==> images/layer_met3.png <==
Drawn at 6 px/µm.
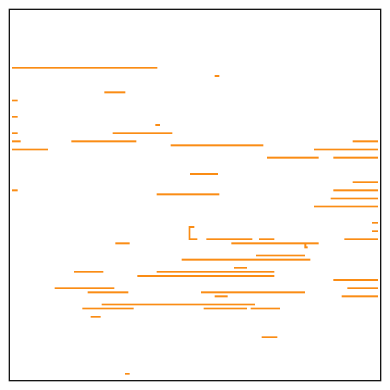
==> images/layer_met1.png <==
Drawn at 6 px/µm. Supply wires on this layer in grey.
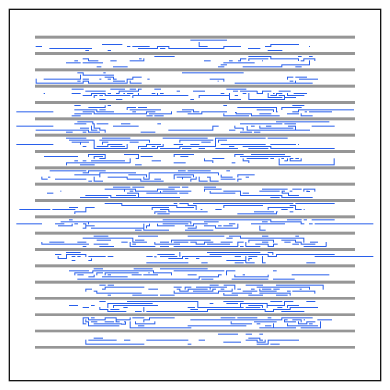
==> images/layer_met2.png <==
Drawn at 4 px/µm. Cells faint in the background.
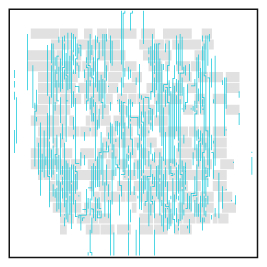
==> images/io_placement.png <==
Drawn at 6 px/µm. Pins as bars across the die edge, other pins in grey.
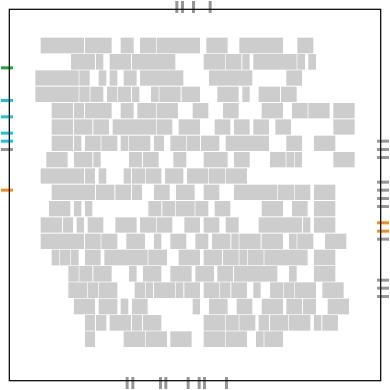
==> config.mk <==
export PLATFORM = sky130hd
export DESIGN_NAME = usr_burst_nbit
export DESIGN_NICKNAME = d
export VERILOG_FILES = /design/src/rtl/usr_burst_nbit.sv
export SDC_FILE = /design/constraint.sdc
export NUM_CORES = 1
export LEC_CHECK = 0
export CAP_MARGIN = 20
export CORE_MARGIN = 4
export CORE_UTILIZATION = 51
export DETAILED_ROUTE_END_ITERATION = 8
export PLACE_DENSITY = 0.8
export SLEW_MARGIN = 10
export SYNTH_ARGS = -nofsm -noshare
export SYNTH_HDL_FRONTEND = slang
export SYNTH_SLANG_ARGS = --single-unit
==> constraint.sdc <==
create_clock -name clk -period 2.1 [get_ports clk]
set_input_delay 0.21 -clock clk [delete_from_list [all_inputs] [get_ports clk]]
set_output_delay 0.21 -clock clk [all_outputs]
set_load 0.02 [all_outputs]
==> flow_summary.ini <==
; yosys + openroad results
[die]
rows = 19
well_tap_count = 31
core_region_area_mm2 = 0.00276
fp_util_pct = 53.3
boundaryPins = 32

[cts]
htree_levels = 1
tritoncts_num_sinks = 18
cts.clk_slew.worst_paths_ps = 110
ctsHoldBuffers = 0
cts-resized-gates = 0
cts-root-buf = sky130_fd_sc_hd__clkbuf_4

[hold_path]
min_delay_path_depth = 1

[critical_path]
worst-r2r-setup-slack_ps = 330
crit_fanout = 13
critical-path-max-stage-delay_ps = 680
crit_slowest_cell = sky130_fd_sc_hd__dfxtp_1
cp-end-kind = flip-flop

[sta]
clock.fmax_mhz = 564
tightestPinTransition_ps = 623
slew_violations = 0
layout_worst_path_cycle_share_pct = 84.5
rsz_0062_raised_after_global_routing = false
finClkSkew_ps = 6.02
maxSlewHeadroom_pct = 57.3
hold_slack_ps = 481
setup_viol = 0
fin_crit_ps = 1770

[synthesis]
ys_seq_share_pct = 24.5
top_cell = sky130_fd_sc_hd__dfxtp_1
ys_cells = 185
yosys_warnings = 0
fp_nets = 207
common_cells = sky130_fd_sc_hd__dfxtp_1 (18), sky130_fd_sc_hd__a22oi_1 (17), sky130_fd_sc_hd__nand2_1 (13), sky130_fd_sc_hd__nor2_1 (13)
yosys.cell_types.count = 52
edf_count = 0
synth.area.mux_share_pct = 1.36
topCombFamilyByArea = AND-OR/OR-AND gates
synth.largest_area_cell = sky130_fd_sc_hd__dfxtp_1
synthAoiAreaFrac_pct = 35.8
post_synth_and_or_nand_nor_area_fraction_pct = 27.4
synthFlopType = sky130_fd_sc_hd__dfxtp_1
synth.ff_latch_count = 18

[place]
io_buffers = 31
post_dp_cell_area_mm2 = 0.00186
post-place-ws_ps = -7.54
placer_s_final_routability_congestion_estimate = 0.937
dp.final_hpwl_mm = 3.51
place_inst = 246

[grt]
groute.usage.overall_pct = 25.7
first_global_vias = 1696
antenna_found_initial = 0
grt_first_pass_wirelength_mm = 7.43

[finish]
layout.area.comb_um2 = 982
stdcell_count = 249
diodes = 0
layout.buffer.nonclock.area_share_pct = 23.6
final_net_count = 242
finished_layout_cell_area_mm2 = 0.00188
sh_seq_area_pct = 19.2
largest_register_ff_count = 8
sequential_cell_area_um2 = 360
area_share_clock_buf_inv_pct = 1.20
nFillCells = 239
num-nonclk-inverters = 9
layout.cells.most_common_list = sky130_fd_sc_hd__clkdlybuf4s50_1 (31), sky130_fd_sc_hd__dfxtp_1 (18), sky130_fd_sc_hd__a22oi_1 (17)
sequential_cell_total = 18
finalCoreUtilization_pct = 68.2
share_of_cells_above_drive_strength_1_pct = 13.3

[detailed_routing]
vias_per_cell = 6.69
ant_nets = 0
detail_route.wl_per_cell_um = 18.1
initialDrtViolationCount = 125

[power]
power.density_cell_area_mw_per_mm2 = 517
ir_worst_vdd_uv = 619
p_leak_nw = 0.700

[job]
count_of_maximum_capacitance_violations = 0

[status]
outcome = completed
Back to the opening pictures, layer_met3.png:
longest straight run	25.3 µm
main direction	horizontal
share of all routed wire	8.0%
nets with wire on the layer	44
GR Layer Usage met3: 4.19%
routed via count: 1665

Back to the opening pictures, layer_met1.png:
wire length on this layer	1840 µm
share of all routed wire	41%
final wirelength: 4.51 mm
met1 global-route usage: 32.2%

Back to the opening pictures, layer_met2.png:
nets with wire on the layer	218
longest straight run	27.4 µm
met2 capacity usage during global routing: 44.1%

Back to the opening pictures, io_placement.png:
colour	port	pins	direction	edge
green	clk	1	input	left
cyan	amount	4	input	left
orange	select	3	input	2 right, 1 left
all pins by edge	13 right, 8 bottom, 7 left, 4 top
Die Span X: 61.7 µm
vertical die size: 61.7 µm

-- per-layer routing --
metal	track usage, %	share of wire (%)	vias up
met2	44.1	50	81
met3	4.19	8.0	6
met5	0	0	-
li1	-	-	782
met1	32.2	41	796
met4	9.09	1.0	0
-- report_power, final --
| group | switching (mW) | internal [mW] | total (mW) |
|---|---|---|---|
| Sequential | 0.0445 | 0.369 | 0.413 |
| Combinational | 0.191 | 0.195 | 0.387 |
| Clock | 0.106 | 0.0666 | 0.173 |
-- critical path, delay by kind of cell (launching register included) --
| family | cells | cell delay, ps |
|---|---|---|
| AOI/OAI and AO/OA | 2 | 610 |
| and+or+nand+nor | 2 | 390 |
| DFF | 1 | 680 |
